## config.mk

```make
export PLATFORM = sky130hd
export DESIGN_NAME = btn_debounce_flat
export DESIGN_NICKNAME = d
export VERILOG_FILES = /design/src/rtl/btn_debounce_if.sv /design/src/rtl/btn_debounce.sv /design/src/flat_wrapper.sv
export SDC_FILE = /design/constraint.sdc
export NUM_CORES = 1
export LEC_CHECK = 0
export CORE_MARGIN = 2
export CORE_UTILIZATION = 55
export CTS_BUF_LIST = sky130_fd_sc_hd__clkbuf_4
export DETAILED_ROUTE_END_ITERATION = 8
export GPL_TIMING_DRIVEN = 0
export PLACE_DENSITY_LB_ADDON = 0.1
export SYNTH_ARGS = -nofsm -noshare
export SYNTH_HDL_FRONTEND = slang
export SYNTH_SLANG_ARGS = --single-unit
```

## constraint.sdc

```tcl
create_clock -name i_clk -period 4.05 [get_ports i_clk]
set_input_delay 0.81 -clock i_clk [delete_from_list [all_inputs] [get_ports i_clk]]
set_output_delay 0.81 -clock i_clk [all_outputs]
set_load 0.02 [all_outputs]
```

## src/rtl/btn_debounce_if.sv

```systemverilog
// rtl/btn_debounce_if.sv - raw button pins and conditioned button outputs of btn_debounce
interface btn_debounce_if #(
  parameter int NBTN = 3
);
  logic [NBTN-1:0] btn;
  logic [NBTN-1:0] btn_level;
  logic [NBTN-1:0] btn_press;
  logic [NBTN-1:0] btn_release;
  logic [NBTN-1:0] btn_long;

  modport master (
    output btn,
    input  btn_level,
    input  btn_press,
    input  btn_release,
    input  btn_long
  );

  modport slave (
    input  btn,
    output btn_level,
    output btn_press,
    output btn_release,
    output btn_long
  );
endinterface

```

## src/rtl/btn_debounce.sv

```systemverilog
// rtl/btn_debounce.sv - per-button 2-flop synchronizer and debounce FSM with press/release strobes
// Long-press strobe is built only when BTN_DEBOUNCE_LONG_PRESS_EN is defined.
module btn_debounce #(
  parameter int NBTN            = 3,
  parameter int DEBOUNCE_CYCLES = 250000,
  parameter int CTR_W           = 18,
  parameter int LONG_CYCLES     = 25000000,
  parameter int LONG_W          = 25
) (
  input logic           i_clk,
  input logic           i_rst_n,
  btn_debounce_if.slave bus
);
  localparam logic [1:0] ST_UP      = 2'd0;
  localparam logic [1:0] ST_DB_DOWN = 2'd1;
  localparam logic [1:0] ST_DOWN    = 2'd2;
  localparam logic [1:0] ST_DB_UP   = 2'd3;

  localparam logic [CTR_W-1:0] CNT_LAST = CTR_W'(DEBOUNCE_CYCLES - 1);

  if (DEBOUNCE_CYCLES < 2 || (64'd1 << CTR_W) <= 64'(DEBOUNCE_CYCLES)) begin : g_bad_ctr
    $error("btn_debounce: DEBOUNCE_CYCLES must be >= 2 and fit in CTR_W bits");
  end
  if ((64'd1 << LONG_W) <= 64'(LONG_CYCLES)) begin : g_bad_long
    $error("btn_debounce: LONG_CYCLES must fit in LONG_W bits");
  end

  logic [NBTN-1:0] s1;
  logic [NBTN-1:0] s2;
  logic [NBTN-1:0] level_v;
  logic [NBTN-1:0] press_v;
  logic [NBTN-1:0] release_v;
  logic [NBTN-1:0] long_v;

  always_ff @(posedge i_clk) begin
    if (!i_rst_n) begin
      s1 <= '0;
      s2 <= '0;
    end else begin
      s1 <= bus.btn;
      s2 <= s1;
    end
  end

  for (genvar g = 0; g < NBTN; g++) begin : g_ch
    logic [1:0]       state;
    logic [CTR_W-1:0] cnt;
    logic             level;
    logic             press;
    logic             rel;
    logic             enter_down;
    logic             enter_up;

    // The debounce window completes on this edge with the input still at the new value.
    assign enter_down = (state == ST_DB_DOWN) && s2[g] && (cnt == CNT_LAST);
    assign enter_up   = (state == ST_DB_UP) && !s2[g] && (cnt == CNT_LAST);

    always_ff @(posedge i_clk) begin
      if (!i_rst_n) begin
        state <= ST_UP;
        cnt   <= '0;
        level <= 1'b0;
        press <= 1'b0;
        rel   <= 1'b0;
      end else begin
        press <= 1'b0;
        rel   <= 1'b0;
        case (state)
          ST_UP: begin
            if (s2[g]) begin
              state <= ST_DB_DOWN;
              cnt   <= '0;
            end
          end
          ST_DB_DOWN: begin
            if (!s2[g]) begin
              state <= ST_UP;
            end else if (enter_down) begin
              state <= ST_DOWN;
              level <= 1'b1;
              press <= 1'b1;
            end else begin
              cnt <= cnt + 1'b1;
            end
          end
          ST_DOWN: begin
            if (!s2[g]) begin
              state <= ST_DB_UP;
              cnt   <= '0;
            end
          end
          ST_DB_UP: begin
            if (s2[g]) begin
              state <= ST_DOWN;
            end else if (enter_up) begin
              state <= ST_UP;
              level <= 1'b0;
              rel   <= 1'b1;
            end else begin
              cnt <= cnt + 1'b1;
            end
          end
          default: state <= ST_UP;
        endcase
      end
    end

    assign level_v[g]   = level;
    assign press_v[g]   = press;
    assign release_v[g] = rel;

`ifdef BTN_DEBOUNCE_LONG_PRESS_EN
    localparam logic [LONG_W-1:0] LONG_LAST = LONG_W'(LONG_CYCLES - 1);

    logic [LONG_W-1:0] hold;
    logic              long_q;

    // Hold counter parks one past LONG_LAST so the strobe fires once per press.
    always_ff @(posedge i_clk) begin
      if (!i_rst_n) begin
        hold   <= '0;
        long_q <= 1'b0;
      end else begin
        long_q <= 1'b0;
        if (enter_up || state == ST_UP || state == ST_DB_DOWN) begin
          hold <= '0;
        end else if (hold == LONG_LAST) begin
          hold   <= hold + 1'b1;
          long_q <= 1'b1;
        end else if (hold < LONG_LAST) begin
          hold <= hold + 1'b1;
        end
      end
    end

    assign long_v[g] = long_q;
`else
    assign long_v[g] = 1'b0;
`endif
  end

  assign bus.btn_level   = level_v;
  assign bus.btn_press   = press_v;
  assign bus.btn_release = release_v;
  assign bus.btn_long    = long_v;
endmodule

```

## src/flat_wrapper.sv

```systemverilog
// flat-port wrapper written by rule: the top's interface ports become plain ports
module btn_debounce_flat 
#(
  parameter int NBTN            = 3,
  parameter int DEBOUNCE_CYCLES = 250000,
  parameter int CTR_W           = 18,
  parameter int LONG_CYCLES     = 25000000,
  parameter int LONG_W          = 25
)
  (i_clk, i_rst_n, bus_btn, bus_btn_level, bus_btn_press, bus_btn_release, bus_btn_long);
  btn_debounce_if #(.NBTN(NBTN)) bus_i ();
  input logic i_clk;
  input logic i_rst_n;
  input wire logic [$bits(bus_i.btn)-1:0] bus_btn;
  output wire logic [$bits(bus_i.btn_level)-1:0] bus_btn_level;
  output wire logic [$bits(bus_i.btn_press)-1:0] bus_btn_press;
  output wire logic [$bits(bus_i.btn_release)-1:0] bus_btn_release;
  output wire logic [$bits(bus_i.btn_long)-1:0] bus_btn_long;
  assign bus_i.btn = bus_btn;
  assign bus_btn_level = bus_i.btn_level;
  assign bus_btn_press = bus_i.btn_press;
  assign bus_btn_release = bus_i.btn_release;
  assign bus_btn_long = bus_i.btn_long;
  btn_debounce #(.NBTN(NBTN), .DEBOUNCE_CYCLES(DEBOUNCE_CYCLES), .CTR_W(CTR_W), .LONG_CYCLES(LONG_CYCLES), .LONG_W(LONG_W)) u_core (.i_clk(i_clk), .i_rst_n(i_rst_n), .bus(bus_i));
endmodule
```

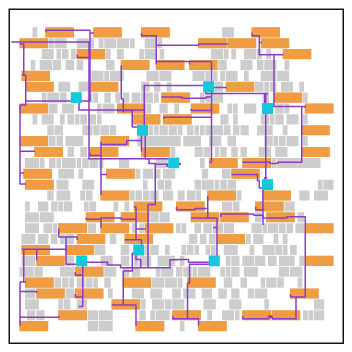
**Above:** run 1 (clock network drawn from the DEF).
Scale: 4 px per micron.
Key: clock wires = purple [length 877 microns]; flip-flops = orange [count 75]; clock-net drivers = cyan [count 9]
Position of the flops: spread over the die.

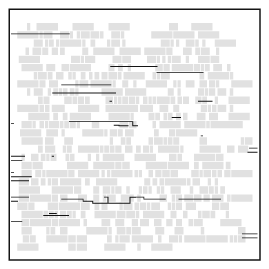
**Above:** run 1 (M3 wires).
Scale: 3 px per micron. Cells faint in the background.
The layer holds 3.8% of the routed length. 21 nets have wire on it. The wires run mostly horizontal.

==> flow_metrics.rpt, run 1 <==
PHYSICAL IMPLEMENTATION REPORT
----------------------------------------------------
[Worst setup path]
  Largest incremental delay on the critical path ........................ 0.59 ns
  Crit path capture type ........................ primary output
  Critical path buffers and inverters ........................ 2
  Number of cell instances on the worst register-to-register path ........................ 6
  Top Family by Delay on Critical Path ........................ buffers and inverters
  Destination of the worst register-to-register timing path ........................ u_core.g_ch[2].level
  Setup slack, reg-to-reg ........................ 1.85 ns
  Kind of launch point of the worst setup path ........................ flop
  Critical path type ........................ flop to primary output
  Sequence of cells on the critical path ........................ buf_4, clkdlybuf4s50_1
  Path length in cells of the critical path ........................ 2

[Cells and area]
  Fin cells ........................ 511
  Layout Utilization ........................ 0.637
  Layout area overhead ........................ 10.9%
  Non-clock buffer share ........................ 0.0662
  Number of signal-net inverters in the final layout ........................ 9
  Logic area ........................ 1780 sq um
  Post-layout instance area ........................ 3820 sq um
  Clock-cell share ........................ 0.0406
  Number of flip-flops in the largest register ........................ 54
  Proportion of cell area occupied by multi-input gates ........................ 0.467
  Total number of nets in the final design ........................ 439
  Sequential cells ........................ 75
  Most frequent logic cell in the layout ........................ dfxtp_1
  Largest register by flop count ........................ u_core.g_ch.cnt
  Sequential cell area in the final layout ........................ 1500 sq um
  Number of buffers other than clock buffers in the final layout ........................ 35
  Most frequent cells in the layout ........................ 75 x dfxtp_1, 54 x nor2_1, 39 x nand2_1, 27 x xor2_1, 24 x nand3_1

[GRT]
  All-layer global routing usage ........................ 0.197
  Via count of the first global-routing pass ........................ 2575
  Remaining global-route overflow ........................ 0
  Number of antenna violations at the first check in global routing ........................ 0
  Global routing met3 resource utilization ........................ 0.0557
  Global-route wire length before repair ........................ 11.3 mm
  Layer carrying the most global-route usage ........................ met2

[Timing]
  Final Max Slew Viols ........................ 0
  Final critical-path setup slack ........................ 1.75 ns
  Fraction of the cycle the final worst path needs ........................ 0.568
  Max Clock Freq ........................ 435 MHz
  Unrepaired setup endpoints after global routing ........................ no
  Final setup violating endpoints ........................ 0
  Actual slew at the worst max-slew pin ........................ 0.843 ns
  Fin. Hold Viols ........................ 0
  Setup TNS ........................ 0 ns
  Worst clock skew on the final layout ........................ 0.0134 ns

[Drt]
  Total detailed-routing wirelength ........................ 6.35 mm
  Total number of vias ........................ 2783
  Length of routed met2 wiring ........................ 2.80 mm
  Routed WL per cell ........................ 12.4 microns
  Via density per instance ........................ 5.45
  Met1 Wirelength ........................ 3.20 mm
  DRT iter0 DRCs ........................ 113
  ANT nets after route ........................ 0
  Post-route DRC ........................ 0
  Highest routing layer actually used ........................ met4
  Met3 WL ........................ 238 microns

[Yosys]
  Synth Area in Compound Gates ........................ 0.0858
  Leading post-synthesis cells by cell area ........................ dfxtp_1 44%, xor2_1 6.9%, nor2_1 5.9%
  Number of synthesized flops with an enable pin ........................ 0
  Dominant comb cell ........................ simple AND/OR/NAND/NOR gates
  Adder-cell share of the synthesized area ........................ 0.0109
  Post-synthesis instance area ........................ 3440 sq um
  Synth mux share ........................ 0.0120
  Mapped Cells ........................ 406
  Yosys xor share ........................ 0.112
  Count leader, synth ........................ dfxtp_1
  Synth Seq Share ........................ 0.436
  Summed standard-cell area reported by yosys ........................ 3440 sq um
  Average size of a mapped cell ........................ 8.48 sq um
  Post-synthesis share of cell area spent on and, or, nand and nor gates ........................ 0.294
  Total of flip-flops plus latches after synthesis ........................ 75
  Top cell types by occurrence after synthesis ........................ 75 x dfxtp_1, 54 x nor2_1, 39 x nand2_1, 27 x xor2_1, 24 x nand3_1

[Power and ir drop]
  VDD IR max ........................ 282 uV
  Clock group total power ........................ 0.502 mW
  Seq. pwr ........................ 0.749 mW
  Sequential share of power ........................ 0.574
  Biggest consumer ........................ sequential cells
  Power Combinational ........................ 0.0532 mW
  Total chip power ........................ 1.30 mW
  Switching power of the nets ........................ 0.287 mW
  Switching share of total power ........................ 0.220
  Power density over the cells ........................ 342 nW/um^2
  Combinational group share of total power ........................ 0.041

[Die]
  Tap cell count ........................ 75
  CORE AREA ........................ 5990 sq um
  Starting density of the core ........................ 0.575

[CTS]
  CTS Sinks ........................ 75
  Post-CTS Setup Bufs ........................ 0
  TritonCTS clock tree ........................ yes
  Cell at the root of the clock tree ........................ clkbuf_4
  Clock transition at the registers of the reported paths ........................ 0.11 ns

[Placement]
  Placer Congestion ........................ 0.885
  Port-buffer cells ........................ 12
  Detailed Place HPWL ........................ 4.51 mm
  Place WS ........................ 1.87 ns

[Outcome]
  Result of the run ........................ finished, final reports clean

[Worst hold path]
  Hold path startpoint ........................ u_core.s1[0]

[Run]
  Warning total across the stage logs ........................ 26

----------------------------------------------------
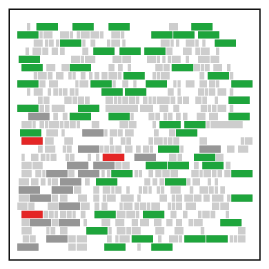
**Above:** run 1 (sequential cells colored by netlist name).
Scale: 3 px per micron. Other sequential cells in the stronger gray, the rest of the logic in the fainter gray.
Key: `u_core.g_ch.level` = red [flops 3]; `u_core.g_ch.cnt` = green [flops 54, where spread over the die]
Another 18 sequential cells are not colored.

--- run 2 (diff from run 1) ---
clock period = 2.1 ns   (was 4.05 ns; I/O delays follow)
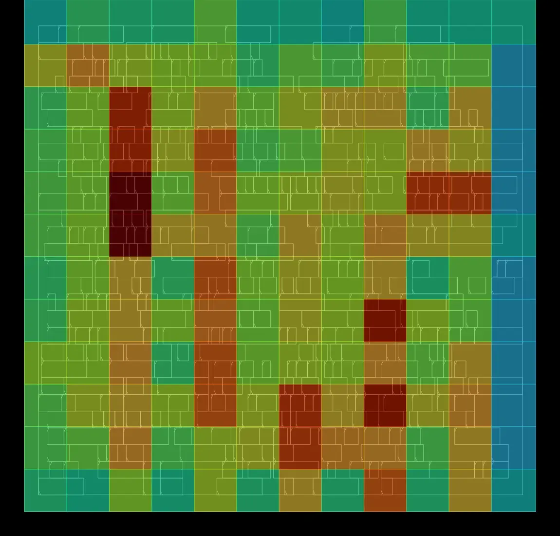
**Above:** run 2 (routing congestion).
met1 demand-to-capacity share in global routing: 0.261
met2 track utilization from global routing: 0.307
Routed WL per cell: 12.5 microns
global routing met3 resource utilization: 0.0557

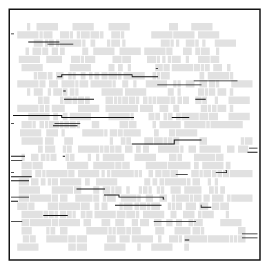
**Above:** run 2 (M3 wires).
Scale: 3 px per micron. Cells faint in the background.
The longest straight run is 23.9 microns. 30 nets have wire on it. The wires run mostly horizontal.
total number of vias: 2807
total detailed-routing wirelength: 6.41 mm

==> flow_metrics.rpt, run 2 <==
PHYSICAL IMPLEMENTATION REPORT
----------------------------------------------------
[Placement]
  Port-buffer cells ........................ 12 (unchanged)
  Place WS ........................ -0.0756 ns (-1.95 ns)
  Detailed Place HPWL ........................ 4.51 mm (unchanged)
  Placer Congestion ........................ 0.885 (unchanged)

[Power and ir drop]
  VDD IR max ........................ 546 uV (+94%)
  Seq. pwr ........................ 1.44 mW (+92%)
  Total chip power ........................ 2.52 mW (+93%)
  Combinational group share of total power ........................ 0.042 (about the same)
  Sequential share of power ........................ 0.574 (about the same)
  Switching share of total power ........................ 0.219 (-0.000409)
  Switching power of the nets ........................ 0.552 mW (+93%)
  Power density over the cells ........................ 639 nW/um^2 (+87%)
  Power Internal ........................ 1.96 mW
  Clock group total power ........................ 0.966 mW (+92%)
  Biggest consumer ........................ sequential cells
  Power Combinational ........................ 0.105 mW (+97%)
  Reported leakage power ........................ 1.30 nW

[Drt]
  Post-route DRC ........................ 0 (unchanged)
  DRT iter0 DRCs ........................ 136 (+20%)
  Met3 WL ........................ 311 microns (+31%)
  Met1 Wirelength ........................ 3.13 mm (-2.4%)
  Length of routed met2 wiring ........................ 2.91 mm (+3.9%)
  Highest routing layer actually used ........................ met4
  ANT nets after route ........................ 0 (unchanged)
  Via density per instance ........................ 5.46 (+0.27%)

[Cells and area]
  Most frequent logic cell in the layout ........................ dfxtp_1
  Sequential cells ........................ 75 (unchanged)
  Layout Utilization ........................ 0.657 (+0.0192)
  Largest register by flop count ........................ u_core.g_ch.cnt
  Fin cells ........................ 514 (+0.59%)
  Number of signal-net inverters in the final layout ........................ 9 (unchanged)
  Layout area overhead ........................ 14.3%
  Clock Buffer Count ........................ 10
  Layout cell share with drive strength beyond 1 ........................ 0.123
  Number of flip-flops in the largest register ........................ 54 (unchanged)
  Sequential cell area in the final layout ........................ 1510 sq um (+0.33%)
  Post-layout instance area ........................ 3930 sq um (+3.0%)
  Number of buffers other than clock buffers in the final layout ........................ 38 (+8.6%)
  Most frequent cells in the layout ........................ 71 x dfxtp_1, 53 x nor2_1, 39 x nand2_1, 26 x xor2_1, 24 x nand3_1
  Total number of nets in the final design ........................ 442 (+0.68%)
  Non-clock buffer share ........................ 0.0725 (+0.00633)
  Sequential share of cell area ........................ 0.383
  Biggest area consumer among cell classes ........................ multi-input combinational cells
  Logic area ........................ 1860 sq um (+4.4%)
  Clock-cell share ........................ 0.0394 (-0.00119)
  Proportion of cell area occupied by multi-input gates ........................ 0.473 (+0.00607)

[Timing]
  Fraction of the cycle the final worst path needs ........................ 0.973
  Final Max Slew Viols ........................ 0 (unchanged)
  Unrepaired setup endpoints after global routing ........................ yes
  Worst clock skew on the final layout ........................ 0.0140 ns (+0.000641 ns)
  Fin. Hold Viols ........................ 0 (unchanged)
  Setup TNS ........................ 0 ns (unchanged)
  Final setup violating endpoints ........................ 0 (unchanged)
  Actual slew at the worst max-slew pin ........................ 0.758 ns (-0.0851 ns)
  Final critical-path setup slack ........................ 0.0565 ns (-1.69 ns)
  Headroom to the max-slew limit ........................ 0.491
  Max Clock Freq ........................ 489 MHz

[Worst setup path]
  Critical path buffers and inverters ........................ 0 (-2)
  Worst EP required ........................ 2.44 ns
  CP max-delay cell ........................ or4_4
  Number of cell instances on the worst register-to-register path ........................ 5 (-1)
  Path length in cells of the critical path ........................ 5 (+3)
  Crit path capture type ........................ flop
  Destination of the worst register-to-register timing path ........................ u_core.g_ch[2].cnt[0]
  Largest incremental delay on the critical path ........................ 0.52 ns (-0.07 ns)
  Setup slack, reg-to-reg ........................ 0.06 ns (-1.79 ns)
  Critical path type ........................ flop to flop
  Kind of launch point of the worst setup path ........................ flop
  Sequence of cells on the critical path ........................ or4b_1, or4_4, or2_4, or2_0, a31oi_1
  Top Family by Delay on Critical Path ........................ simple AND/OR/NAND/NOR gates

[CTS]
  Post-CTS Hold Fix Bufs ........................ 0
  CTS Sinks ........................ 75 (unchanged)
  Cell at the root of the clock tree ........................ clkbuf_4
  Late-Pin Clk Latency ........................ 0.42 ns
  TritonCTS clock tree ........................ yes
  Clock transition at the registers of the reported paths ........................ 0.12 ns (about the same)
  Post-CTS Setup Bufs ........................ 3 (+3)

[GRT]
  All-layer global routing usage ........................ 0.199 (+0.00210)
  Via count of the first global-routing pass ........................ 2602 (+1.0%)
  Layer carrying the most global-route usage ........................ met2
  Number of antenna violations at the first check in global routing ........................ 0 (unchanged)
  Remaining global-route overflow ........................ 0 (unchanged)
  Global-route wire length before repair ........................ 11.4 mm (+0.97%)

[Yosys]
  Synth Seq Share ........................ 0.436 (unchanged)
  Mapped Cells ........................ 406 (unchanged)
  Post-synthesis instance area ........................ 3440 sq um (unchanged)
  Count leader, synth ........................ dfxtp_1
  Number of standard cells reported by yosys ........................ 406
  Synth mux share ........................ 0.0120 (unchanged)
  Synth Area in Compound Gates ........................ 0.0858 (unchanged)
  Yosys xor share ........................ 0.112 (unchanged)
  Summed standard-cell area reported by yosys ........................ 3440 sq um (unchanged)
  Dominant comb cell ........................ simple AND/OR/NAND/NOR gates
  Proportion of register bits with asynchronous set or reset after synthesis ........................ 0
  Average size of a mapped cell ........................ 8.48 sq um (unchanged)
  Top cell types by occurrence after synthesis ........................ 75 x dfxtp_1, 54 x nor2_1, 39 x nand2_1, 27 x xor2_1, 24 x nand3_1
  Leading post-synthesis cells by cell area ........................ dfxtp_1 44%, xor2_1 6.9%, nor2_1 5.9%
  Proportion of netlist area held by the largest area contributor ........................ 0.436
  Post-synthesis share of cell area spent on and, or, nand and nor gates ........................ 0.294 (unchanged)
  Total of flip-flops plus latches after synthesis ........................ 75 (unchanged)
  Adder-cell share of the synthesized area ........................ 0.0109 (unchanged)
  Number of synthesized flops with an enable pin ........................ 0 (unchanged)

[Worst hold path]
  Hold path startpoint ........................ u_core.s1[0]

[Outcome]
  Result of the run ........................ finished, final reports clean

[Die]
  Boundary Pins ........................ 17
  Die Span Y ........................ 83.1 microns
  Starting density of the core ........................ 0.575 (unchanged)
  Tap cell count ........................ 75 (unchanged)
  CORE AREA ........................ 5990 sq um (unchanged)

[Run]
  Warning total across the stage logs ........................ 28 (+7.7%)

----------------------------------------------------
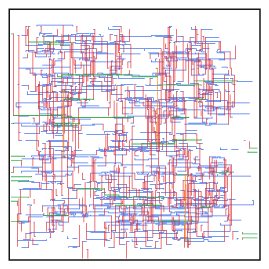
**Above:** run 2 (routed metal, one color a layer).
Scale: 3 px per micron.
Key: M4 = orange [wire length 68.7 microns]; M3 = green [wire length 311 microns]; M2 = red [wire length 2910 microns]; M1 = blue [wire length 3130 microns]

--- run 3 (diff from run 2) ---
==> constraint.sdc (replaced) <==
create_clock -name i_clk -period 2.1 [get_ports i_clk]
set_input_delay 0.42 -clock i_clk [delete_from_list [all_inputs] [get_ports i_clk]]
set_output_delay 0.42 -clock i_clk [all_outputs]
set_load 0.005 [all_outputs]
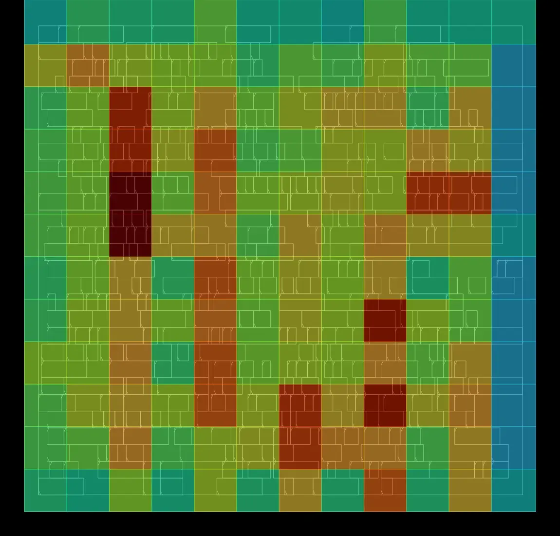
**Above:** run 3 (routing congestion).
layer carrying the most global-route usage: met2
all-layer global routing usage: 0.199
Layout Utilization: 0.657

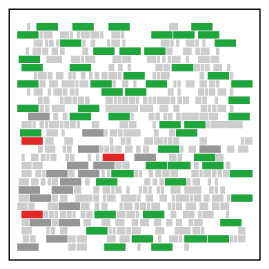
**Above:** run 3 (sequential cells colored by netlist name).
Scale: 3 px per micron. Other sequential cells in the stronger gray, the rest of the logic in the fainter gray.
Key: `u_core.g_ch.cnt` = green [flops 54, where spread over the die]; `u_core.g_ch.level` = red [flops 3]

==> flow_metrics.rpt, run 3 <==
PHYSICAL IMPLEMENTATION REPORT
----------------------------------------------------
[Outcome]
  Result of the run ........................ finished, final reports clean

[Yosys]
  Number of synthesized flops with an enable pin ........................ 0 (unchanged)
  Average size of a mapped cell ........................ 8.48 sq um (unchanged)
  Synth Seq Share ........................ 0.436 (unchanged)
  Top cell types by occurrence after synthesis ........................ 75 x dfxtp_1, 54 x nor2_1, 39 x nand2_1, 27 x xor2_1, 24 x nand3_1
  Number of standard cells reported by yosys ........................ 406 (unchanged)
  Post-synthesis share of cell area spent on and, or, nand and nor gates ........................ 0.294 (unchanged)
  Count leader, synth ........................ dfxtp_1
  Synth Area in Compound Gates ........................ 0.0858 (unchanged)
  Yosys xor share ........................ 0.112 (unchanged)
  Mapped Cells ........................ 406 (unchanged)
  Post-synthesis instance area ........................ 3440 sq um (unchanged)
  Synth mux share ........................ 0.0120 (unchanged)

[Timing]
  Final setup violating endpoints ........................ 0 (unchanged)
  Actual slew at the worst max-slew pin ........................ 0.758 ns (unchanged)
  Worst clock skew on the final layout ........................ 0.0140 ns (unchanged)
  Max Clock Freq ........................ 489 MHz (unchanged)
  Unrepaired setup endpoints after global routing ........................ yes
  Final critical-path setup slack ........................ 0.0565 ns (unchanged)
  Fin. Hold Viols ........................ 0 (unchanged)
  Final Max Slew Viols ........................ 0 (unchanged)

[Placement]
  Placer Congestion ........................ 0.885 (unchanged)

[Worst setup path]
  Sequence of cells on the critical path ........................ or4b_1, or4_4, or2_4, or2_0, a31oi_1
  Setup slack, reg-to-reg ........................ 0.06 ns (about the same)
  Critical path type ........................ flop to flop
  Destination of the worst register-to-register timing path ........................ u_core.g_ch[2].cnt[0]
  Path length in cells of the critical path ........................ 5 (unchanged)
  Crit path capture type ........................ flop

[Power and ir drop]
  Reported leakage power ........................ 1.30 nW (unchanged)
  Biggest consumer ........................ sequential cells
  VDD IR max ........................ 546 uV (about the same)
  Switching share of total power ........................ 0.216 (-0.00296)
  Sequential share of power ........................ 0.577 (+0.003)
  Seq. pwr ........................ 1.44 mW (about the same)

[CTS]
  Post-CTS Setup Bufs ........................ 3 (unchanged)
  Post-CTS Hold Fix Bufs ........................ 0 (unchanged)
  Clock transition at the registers of the reported paths ........................ 0.12 ns (about the same)

[Die]
  Tap cell count ........................ 75 (unchanged)
  CORE AREA ........................ 5990 sq um (unchanged)

[Cells and area]
  Biggest area consumer among cell classes ........................ multi-input combinational cells
  Sequential cell area in the final layout ........................ 1510 sq um (unchanged)
  Fin cells ........................ 514 (unchanged)
  Non-clock buffer share ........................ 0.0725 (unchanged)
  Layout cell share with drive strength beyond 1 ........................ 0.123 (unchanged)
  Clock-cell share ........................ 0.0394 (unchanged)
  Most frequent cells in the layout ........................ 71 x dfxtp_1, 53 x nor2_1, 39 x nand2_1, 26 x xor2_1, 24 x nand3_1
  Number of flip-flops in the largest register ........................ 54 (unchanged)
  Most frequent logic cell in the layout ........................ dfxtp_1
  Sequential share of cell area ........................ 0.383 (unchanged)
  Proportion of cell area occupied by multi-input gates ........................ 0.473 (unchanged)
  Sequential cells ........................ 75 (unchanged)

[Worst hold path]
  Hold path startpoint ........................ u_core.s1[0]

[GRT]
  Global routing met3 resource utilization ........................ 0.0557 (unchanged)
  Met1 demand-to-capacity share in global routing ........................ 0.261 (unchanged)
  Number of antenna violations at the first check in global routing ........................ 0 (unchanged)
  Remaining global-route overflow ........................ 0 (unchanged)

[Drt]
  Via density per instance ........................ 5.46 (unchanged)
  ANT nets after route ........................ 0 (unchanged)
  Highest routing layer actually used ........................ met4
  Met3 WL ........................ 311 microns (unchanged)
  Met1 Wirelength ........................ 3.13 mm (unchanged)
  DRT iter0 DRCs ........................ 136 (unchanged)

----------------------------------------------------
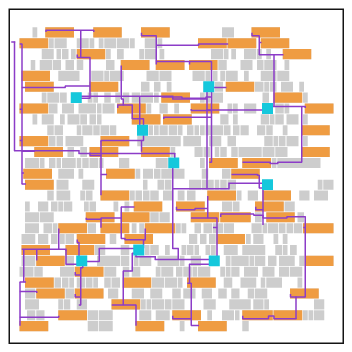
**Above:** run 3 (clock network drawn from the DEF).
Scale: 4 px per micron.
Key: clock wires = purple [length 868 microns]; clock-net drivers = cyan [count 9]; flip-flops = orange [count 75]
Position of the flops: spread over the die.

No activity file was given, so power comes from the tool's default toggle rates.
